`config.mk`:
```
export PLATFORM = sky130hd
export DESIGN_NAME = ft245_tx
export DESIGN_NICKNAME = d
export VERILOG_FILES = /design/src/rtl/ft245_tx.sv
export SDC_FILE = /design/constraint.sdc
export NUM_CORES = 1
export LEC_CHECK = 0
export CORE_MARGIN = 4
export CORE_UTILIZATION = 40
export CTS_BUF_LIST = sky130_fd_sc_hd__clkbuf_4 sky130_fd_sc_hd__clkbuf_8 sky130_fd_sc_hd__clkbuf_16
export DETAILED_ROUTE_END_ITERATION = 12
export GPL_ROUTABILITY_DRIVEN = 0
export GPL_TIMING_DRIVEN = 0
export PLACE_DENSITY = 0.65
export SETUP_SLACK_MARGIN = 0.02
export SLEW_MARGIN = 20
export SYNTH_ARGS = -nofsm -noshare
export SYNTH_HDL_FRONTEND = slang
export SYNTH_SLANG_ARGS = --single-unit
export TNS_END_PERCENT = 5
```
`constraint.sdc`:
```
create_clock -name clk -period 5.1 [get_ports clk]
set_input_delay 1.02 -clock clk [delete_from_list [all_inputs] [get_ports clk]]
set_output_delay 1.02 -clock clk [all_outputs]
set_load 0.005 [all_outputs]
```
`src/rtl/ft245_tx.sv`:
```
// Drains a first-word-fall-through FIFO into an FT245 asynchronous USB FIFO.
// Each byte is popped once and written with programmable setup/strobe/hold/gap timing.
module ft245_tx #(
  parameter int data_width   = 8,
  parameter int setup_cycles = 1,
  parameter int wr_cycles    = 2,
  parameter int hold_cycles  = 1,
  parameter int gap_cycles   = 3
) (
  input  logic                  clk,
  input  logic                  rst,
  input  logic                  tx_en,
  input  logic [data_width-1:0] fifo_rdata,
  input  logic                  fifo_rempty,
  output logic                  fifo_rinc,
  input  logic                  ft_txe_n,
  output logic [data_width-1:0] ft_data,
  output logic                  ft_data_oe,
  output logic                  ft_wr_n,
  output logic                  busy,
  output logic [31:0]           byte_count,
  output logic [2:0]            state_dbg
);

  typedef enum logic [2:0] {
    IDLE   = 3'd0,
    SETUP  = 3'd1,
    STROBE = 3'd2,
    HOLD   = 3'd3,
    GAP    = 3'd4
  } state_t;

  localparam int CW = 16;
  localparam logic [CW-1:0] SETUP_LD = CW'(setup_cycles - 1);
  localparam logic [CW-1:0] WR_LD    = CW'(wr_cycles - 1);
  localparam logic [CW-1:0] HOLD_LD  = CW'(hold_cycles - 1);
  localparam logic [CW-1:0] GAP_LD   = CW'(gap_cycles - 1);

  state_t                state, state_d;
  logic [CW-1:0]         cnt, cnt_d;
  logic [1:0]            txe_sync;
  logic                  txe_s;
  logic [data_width-1:0] data_d;
  logic                  oe_d, wr_n_d, rinc_d, busy_d;
  logic [31:0]           count_d;

  assign txe_s     = txe_sync[1];
  assign state_dbg = state;

  // FIFO handshake: fifo_rempty=0 means fifo_rdata is valid; a one-cycle
  // fifo_rinc consumes that word. Both are only looked at in IDLE.
  always_comb begin
    state_d = state;
    cnt_d   = cnt;
    data_d  = ft_data;
    rinc_d  = 1'b0;
    count_d = byte_count;
    case (state)
      IDLE: begin
        if (tx_en && !fifo_rempty && !txe_s) begin
          state_d = SETUP;
          cnt_d   = SETUP_LD;
          data_d  = fifo_rdata;
          rinc_d  = 1'b1;
        end
      end
      SETUP: begin
        if (cnt == '0) begin
          state_d = STROBE;
          cnt_d   = WR_LD;
        end else begin
          cnt_d = cnt - CW'(1);
        end
      end
      STROBE: begin
        if (cnt == '0) begin
          state_d = HOLD;
          cnt_d   = HOLD_LD;
          count_d = byte_count + 32'd1;
        end else begin
          cnt_d = cnt - CW'(1);
        end
      end
      HOLD: begin
        if (cnt == '0) begin
          state_d = GAP;
          cnt_d   = GAP_LD;
        end else begin
          cnt_d = cnt - CW'(1);
        end
      end
      GAP: begin
        if (cnt == '0) begin
          state_d = IDLE;
          cnt_d   = '0;
        end else begin
          cnt_d = cnt - CW'(1);
        end
      end
      default: begin
        state_d = IDLE;
        cnt_d   = '0;
      end
    endcase
    // Bus outputs are decoded from the next state so they register cleanly.
    oe_d   = (state_d == SETUP) || (state_d == STROBE) || (state_d == HOLD);
    wr_n_d = (state_d != STROBE);
    busy_d = (state_d != IDLE);
  end

  always_ff @(posedge clk) begin
    if (rst) begin
      state      <= IDLE;
      cnt        <= '0;
      txe_sync   <= 2'b11;
      fifo_rinc  <= 1'b0;
      ft_data    <= '0;
      ft_data_oe <= 1'b0;
      ft_wr_n    <= 1'b1;
      busy       <= 1'b0;
      byte_count <= '0;
    end else begin
      state      <= state_d;
      cnt        <= cnt_d;
      txe_sync   <= {txe_sync[0], ft_txe_n};
      fifo_rinc  <= rinc_d;
      ft_data    <= data_d;
      ft_data_oe <= oe_d;
      ft_wr_n    <= wr_n_d;
      busy       <= busy_d;
      byte_count <= count_d;
    end
  end

endmodule

```
**Run 1: zoomed window**

Region (35, 35) to (60, 60) µm. Cells in gray, sequential cells in the stronger gray; small squares are vias.
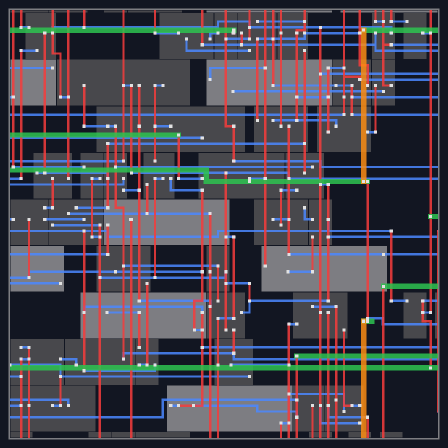
color	layer
red	metal 2
green	metal 3
blue	metal 1
orange	metal 4
most frequent	dfxtp_1 (5), nor2_1 (4)
netlist names of flops here include	byte_count (3), cnt (2)
sequential cells in the window	5
cells with their middle in the window	40

**Run 1: track usage over the die**

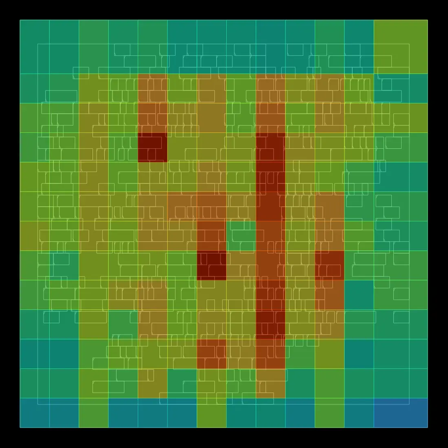
busiest grt layer: met2
Total GRT Usage: 18.4%
drt wl/cell: 14.5 µm
grt met2 use: 28.2%

**Run 1: cells by drive strength**

Drawn at 4 px/µm.
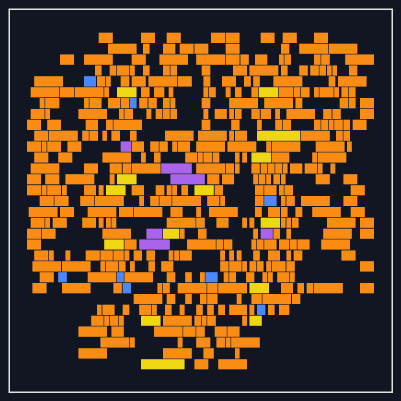
color	size	cells
orange	_0 and _1 cells	407
purple	_3 and _4 cells	6
blue	_2 cells	8
yellow	_6 and larger	14
Non-clk bufs: 76
final instance area: 3990 µm²
final setup margin: 2.17 ns
Area growth, synth to finish: 30.5%

==> impl_metrics.toml, run 1 <==
# synthesis and place-and-route metrics
[outcome]
status = "complete, no violations"

[layout]
sh_seq_area_pct = 32.7
n_fill_cell = 679
stdcell_count = 534
comb_share_pct = 41.1
seq_area_um2 = 1300
reg_top3 = "byte_count x32, cnt x16, ft_data x8"
largest_reg_flops = 32
layout-drive-gt1-share_pct = 6.44
design.seq.count = 65
final-clk-cell-share_pct = 5.71
regMostFlops = "byte_count"
nNetsFinal = 445
area_share_nonclk_buffers_pct = 16.5
antennaDiodeCount = 0
comb_cells = 268
lay_top_cells = "65 x dfxtp_1, 58 x clkdlybuf4s50_1, 51 x nor2_1, 22 x a21oi_1, 21 x o21ai_0"
final_core_util_pct = 54.4
inverters = 10
comb_area_um2 = 1640
nClkBuffers = 10

[detailed_routing]
vias_per_cell = 5.36
vias = 2860
routed.top_layer = "met4"
final_antenna_net_count = 0
drt_iter0_drc = 148
first_pass_iters = 4
wl_met1_um = 3510

[synth]
ys_ff = 65
top_cell = "dfxtp_1"
synth.avg_cell_area_um2 = 8.46
synthCells = 361
post_synth_instance_area_um2 = 3050
area_leaders = "dfxtp_1 43%, nor2_1 6.3%, xnor2_1 4.0%, xor2_1 4.0%, nand4_1 3.9%"
synth_nets = 376
ys_warn_count = 0
edf_count = 0
top_area_cell = "dfxtp_1"
top_logic_kind = "simple AND/OR/NAND/NOR gates"
synthTopCellsByCount = "65 x dfxtp_1, 51 x nor2_1, 22 x a21oi_1"
ys_sh_mux_pct = 2.95
async_flop_share_pct = 0
xor_area_share_pct = 8.03
flop_cell = "dfxtp_1"
ys_seq_share_pct = 42.6
ys_sh_aoi_pct = 10.7
simple_gate_area_share_pct = 31.1

[floorplanning]
chipArea_um2 = 9090
tap_cells = 99
rows = 31
dieWidth_um = 95.4
die_h_um = 95.4
design.core.area_um2 = 7330
pin_count = 60

[run]
warnings = 26

[worst_hold_path]
hp-class = "reg2reg"
min_to = "txe_sync[1]"

[grt]
grt_pass1_wl_um = 13100
antenna_found_initial = 0
use_met3_pct = 5.92
grt_pass1_vias = 2716
grt_max_degree = 13
globalRoute.totalOverflow = 0
grtUsageMet1_pct = 24.3

[clock_tree]
cts_setup_buffers = 0
path_clk_slew_ns = 0.07
cts_hold_buf = 0
cts_root_buf = "clkbuf_8"
cts.sinks = 65
htreeDepth = 3
tritoncts = "built"
cts_made_buffers = 9

[worst_setup_path]
r2r_end = "byte_count[26]"
path_depth = 6
path_buffers = 2
crit_path_end_kind = "flip-flop"
crit_family = "simple AND/OR/NAND/NOR gates"
critPathMaxStageDelay_ns = 0.70
crit_chain = "clkdlybuf4s50_1 -> nor3b_1 -> nand3_1 -> clkbuf_1 -> o21a_1 -> a311oi_1"
r2r_cells = 7
crit_slowest_cell = "nor3b_1"

[timing]
fmax_ghz = 0.342
post-route-min-period_ns = 2.93
drv_slew = 0
fin_tns_setup_ns = 0
min_period_over_period_pct = 57.4
hold_ws_ns = 0.454
relSlewSlack_pct = 42.2
hold_viol_final = 0
final-setup-viol-count = 0
fin_skew_ns = 0.00855

[placement]
post_dp_cell_area_um2 = 3760
port_buffers = 58
place_hpwl_um = 5650

[power]
clkPwrFrac_pct = 33.2
comb_power_share_pct = 29.4
p_int_w = 0.000987
pg_seq_w = 0.000565
p_seq_share_pct = 37.4
powerClk_w = 0.000501
==> run 2, diff against run 1 <==
--- a/config.mk
+++ b/config.mk
@@ -11,7 +11,7 @@
 export DETAILED_ROUTE_END_ITERATION = 12
 export GPL_ROUTABILITY_DRIVEN = 0
 export GPL_TIMING_DRIVEN = 0
-export PLACE_DENSITY = 0.65
+export PLACE_DENSITY = 0.68
 export SETUP_SLACK_MARGIN = 0.02
 export SLEW_MARGIN = 20
 export SYNTH_ARGS = -nofsm -noshare
==> constraint.sdc (replaced) <==
create_clock -name clk -period 2.4 [get_ports clk]
set_input_delay 0.48 -clock clk [delete_from_list [all_inputs] [get_ports clk]]
set_output_delay 0.48 -clock clk [all_outputs]
set_load 0.005 [all_outputs]
==> run 2 against run 1 <==
Effect of this change: synthesized cell count unchanged; setup slack got worse by 2.1 ns; sequential power rose by 110%; design area grew 1.7%; clock power rose by 130%; utilization increased by 0.90 points; critical endpoint is now byte_count[19]; largest power group unchanged; highest routed layer unchanged.
==> impl_metrics.toml, run 2 <==
# synthesis and place-and-route metrics
[worst_setup_path]
critPathLaunchType = "flip-flop"
path_depth = 8
crit_start = "cnt[6]"
path_buffers = 3
crit_family = "simple AND/OR/NAND/NOR gates"
crit_chain = "or4_1 -> buf_4 -> or4_4 -> buf_6 -> nor4b_4 -> buf_6 -> a31o_2 -> a21oi_1"
crit_path_end_kind = "flip-flop"
required_ns = 2.62
r2r_end = "byte_count[19]"
crit_slowest_cell = "or4_1"
reg2reg_slack_ns = 0.03
critPathMaxStageDelay_ns = 0.51

[layout]
comb_cells = 268
comb_area_um2 = 1660
inverters = 10
final-clk-cell-share_pct = 6.11
antennaDiodeCount = 0
layout-drive-gt1-share_pct = 8.47
lay_top_cells = "64 x dfxtp_1, 58 x clkdlybuf4s50_1, 51 x nor2_1, 22 x a21oi_1, 21 x o21ai_0"
nNetsFinal = 447
comb_share_pct = 41.0
nClkBuffers = 11
stdcell_count = 536
regMostFlops = "byte_count"
seq_area_um2 = 1300
sh_seq_area_pct = 32.1
area_share_nonclk_buffers_pct = 16.8
reg_top3 = "byte_count x32, cnt x16, ft_data x8"
design.seq.count = 65
largest_reg_flops = 32
n_fill_cell = 675
final_core_util_pct = 55.3

[power]
clkPwrFrac_pct = 34.6
powerClk_w = 0.00115
pg_seq_w = 0.00120
comb_power_share_pct = 29.5
ir_worst_vdd_mv = 0.384
p_seq_share_pct = 36.0

[synth]
top_area_cell = "dfxtp_1"
ys_ff = 65
synth_nets = 376
ys_sh_mux_pct = 2.95
synthCells = 361
ys_sh_aoi_pct = 10.7
post_synth_instance_area_um2 = 3050
simple_gate_area_share_pct = 31.1
synth.avg_cell_area_um2 = 8.46
synthTopCellsByCount = "65 x dfxtp_1, 51 x nor2_1, 22 x a21oi_1"
ys_seq_share_pct = 42.6
async_flop_share_pct = 0
top_logic_kind = "simple AND/OR/NAND/NOR gates"
flop_cell = "dfxtp_1"
area_leaders = "dfxtp_1 43%, nor2_1 6.3%, xnor2_1 4.0%, xor2_1 4.0%, nand4_1 3.9%"
xor_area_share_pct = 8.03
ys_warn_count = 0
top_cell = "dfxtp_1"

[grt]
gr-usage-all-layers_pct = 17.9
grt_max_degree = 12
use_met2_pct = 26.2
use_met3_pct = 5.45
antenna_found_initial = 0
grt_pass1_wl_um = 12600
grt-busiest-layer = "met2"
grtUsageMet1_pct = 23.8
globalRoute.totalOverflow = 0
grt_pass1_vias = 2632

[clock_tree]
cts_setup_buffers = 1
htreeDepth = 3
tritoncts = "built"
cts_made_buffers = 9
cts_hold_buf = 0
cts_root_buf = "clkbuf_8"
cts.sinks = 65

[timing]
relSlewSlack_pct = 52.6
fin_tns_setup_ns = 0
fin_skew_ns = 0.00762
min_period_over_period_pct = 98.6
setup_slack_ns = 0.0327
drv_slew = 0
hold_ws_ns = 0.443
post-route-min-period_ns = 2.37
hold_viol_final = 0
final-setup-viol-count = 0

[worst_hold_path]
min_to = "txe_sync[1]"
hp-class = "reg2reg"
hp-start = "txe_sync[0]"

[floorplanning]
tap_cells = 99
dieWidth_um = 95.4
die_h_um = 95.4
rows = 31
chipArea_um2 = 9090
pin_count = 60

[placement]
port_buffers = 58
place_hpwl_um = 5480
post_dp_cell_area_um2 = 3760

[detailed_routing]
drt_iter0_drc = 107
routed.top_layer = "met4"
wl_per_cell_um = 14.1
final_antenna_net_count = 0
vias_per_cell = 5.29
first_pass_iters = 4
wl_met1_um = 3560
vias = 2838

[run]
warnings = 28

[outcome]
status = "complete, no violations"
**Run 2: cells by drive strength**

Drawn at 4 px/µm.
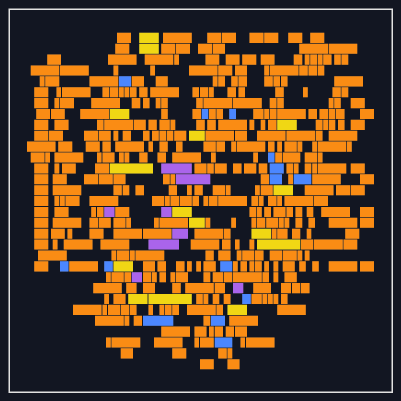
color	size	cells
yellow	_6 and larger	15
blue	_2 cells	14
purple	_3 and _4 cells	8
orange	_0 and _1 cells	400
Non-clk bufs: 78
final instance area: 4050 µm²
Area growth, synth to finish: 32.7%

**Run 2: track usage over the die**

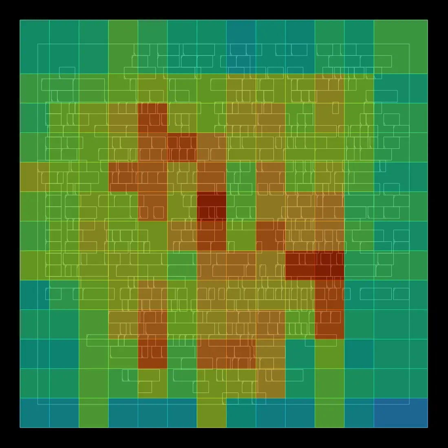

==> run 3, diff against run 2 <==
--- a/config.mk
+++ b/config.mk
@@ -13,6 +13,7 @@
 export GPL_TIMING_DRIVEN = 0
 export PLACE_DENSITY = 0.68
 export SETUP_SLACK_MARGIN = 0.02
+export SKIP_CTS_REPAIR_TIMING = 1
 export SLEW_MARGIN = 20
 export SYNTH_ARGS = -nofsm -noshare
 export SYNTH_HDL_FRONTEND = slang
**Run 3: track usage over the die**

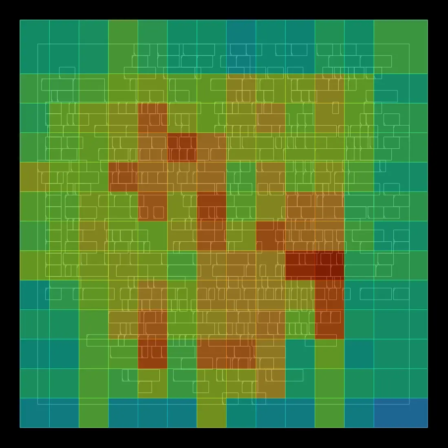
Total GRT Usage: 17.8%
grt met3 use: 5.45%
GR Layer Usage met1: 23.8%
drt wl/cell: 14.2 µm
grt met2 use: 26.1%

==> run 3 against run 2 <==
Effect of this change: via count down 0.18%; first-iteration DRC count up 36%; critical endpoint unchanged; die area unchanged; non-clock buffer count up 1; critical path type unchanged; synthesized cell count unchanged; count of clock-buffer cells in the layout unchanged; final cell count up 0.19%; flip-flop count unchanged.
==> impl_metrics.toml, run 3 <==
# synthesis and place-and-route metrics
[detailed_routing]
routed.top_layer = "met4"
final_antenna_net_count = 0
first_pass_iters = 4
wl_met1_um = 3570
vias = 2833

[layout]
n_fill_cell = 671
antennaDiodeCount = 0
design.seq.count = 65
comb_share_pct = 40.9
layout-drive-gt1-share_pct = 8.90
final_core_util_pct = 55.6
inverters = 10
areaGrowthSynthToFinish_pct = 33.5
final-clk-cell-share_pct = 6.08
largest_reg_flops = 32
n_all_buffers = 79
lay_top_cells = "64 x dfxtp_1, 58 x clkdlybuf4s50_1, 51 x nor2_1, 22 x a21oi_1, 21 x o21ai_0"
reg_top3 = "byte_count x32, cnt x16, ft_data x8"
finalInstanceArea_um2 = 4080
stdcell_count = 537
nNetsFinal = 448
area_share_nonclk_buffers_pct = 17.1

[grt]
globalRoute.totalOverflow = 0
grt_max_degree = 12
grt_pass1_wl_um = 12600
grt_pass1_vias = 2621
grt-busiest-layer = "met2"

[synth]
edf_count = 0
synth_nets = 376
ys_ff = 65
simple_gate_area_share_pct = 31.1
top_area_cell = "dfxtp_1"
post_synth_instance_area_um2 = 3050
xor_area_share_pct = 8.03
ys_seq_share_pct = 42.6
yosys.area.top_type_share_pct = 42.6
ys_cells = 361
top_cell = "dfxtp_1"
top_logic_kind = "simple AND/OR/NAND/NOR gates"
synthTopCellsByCount = "65 x dfxtp_1, 51 x nor2_1, 22 x a21oi_1"
synth.avg_cell_area_um2 = 8.46
area_leaders = "dfxtp_1 43%, nor2_1 6.3%, xnor2_1 4.0%, xor2_1 4.0%, nand4_1 3.9%"
ys_warn_count = 0
async_flop_share_pct = 0
ys_sh_aoi_pct = 10.7
synthCells = 361
flop_cell = "dfxtp_1"

[worst_setup_path]
reg2reg_slack_ns = 0.07
crit_chain = "or4_1 -> buf_4 -> or4_4 -> buf_6 -> nor4b_4 -> buf_6 -> a31o_2 -> a21oi_1"
r2r_end = "byte_count[19]"
path_depth = 8
crit_family = "simple AND/OR/NAND/NOR gates"
critPathMaxStageDelay_ns = 0.51
crit_slowest_cell = "or4_1"
critPathLaunchType = "flip-flop"
crit_start = "cnt[6]"
required_ns = 2.61
r2r_cells = 8
crit_path_end_kind = "flip-flop"

[placement]
post_dp_cell_area_um2 = 3760
place_hpwl_um = 5480

[clock_tree]
path_clk_slew_ns = 0.07
tritoncts = "built"
cts.sinks = 65
htreeDepth = 3
cts_root_buf = "clkbuf_8"
cts_made_buffers = 9

[timing]
fmax_ghz = 0.429
fin_skew_ns = 0.0102
setup_slack_ns = 0.0685
hold_ws_ns = 0.443
min_period_over_period_pct = 97.1
final-setup-viol-count = 0
relSlewSlack_pct = 53.0
fin_tns_setup_ns = 0

[floorplanning]
dieWidth_um = 95.4
design.core.area_um2 = 7330
pin_count = 60
die_h_um = 95.4
rows = 31
tap_cells = 99
chipArea_um2 = 9090

[power]
p_int_w = 0.00229
power_leader = "sequential cells"
p_seq_share_pct = 35.4
p_sw_w = 0.00110
powerClk_w = 0.00115
comb_power_share_pct = 30.6
ir_worst_vdd_mv = 0.369

[worst_hold_path]
hp-class = "reg2reg"
hp-start = "txe_sync[0]"
min_to = "txe_sync[1]"

[outcome]
status = "complete, no violations"

[run]
warnings = 27
Power is estimated from default activity; no workload was simulated.
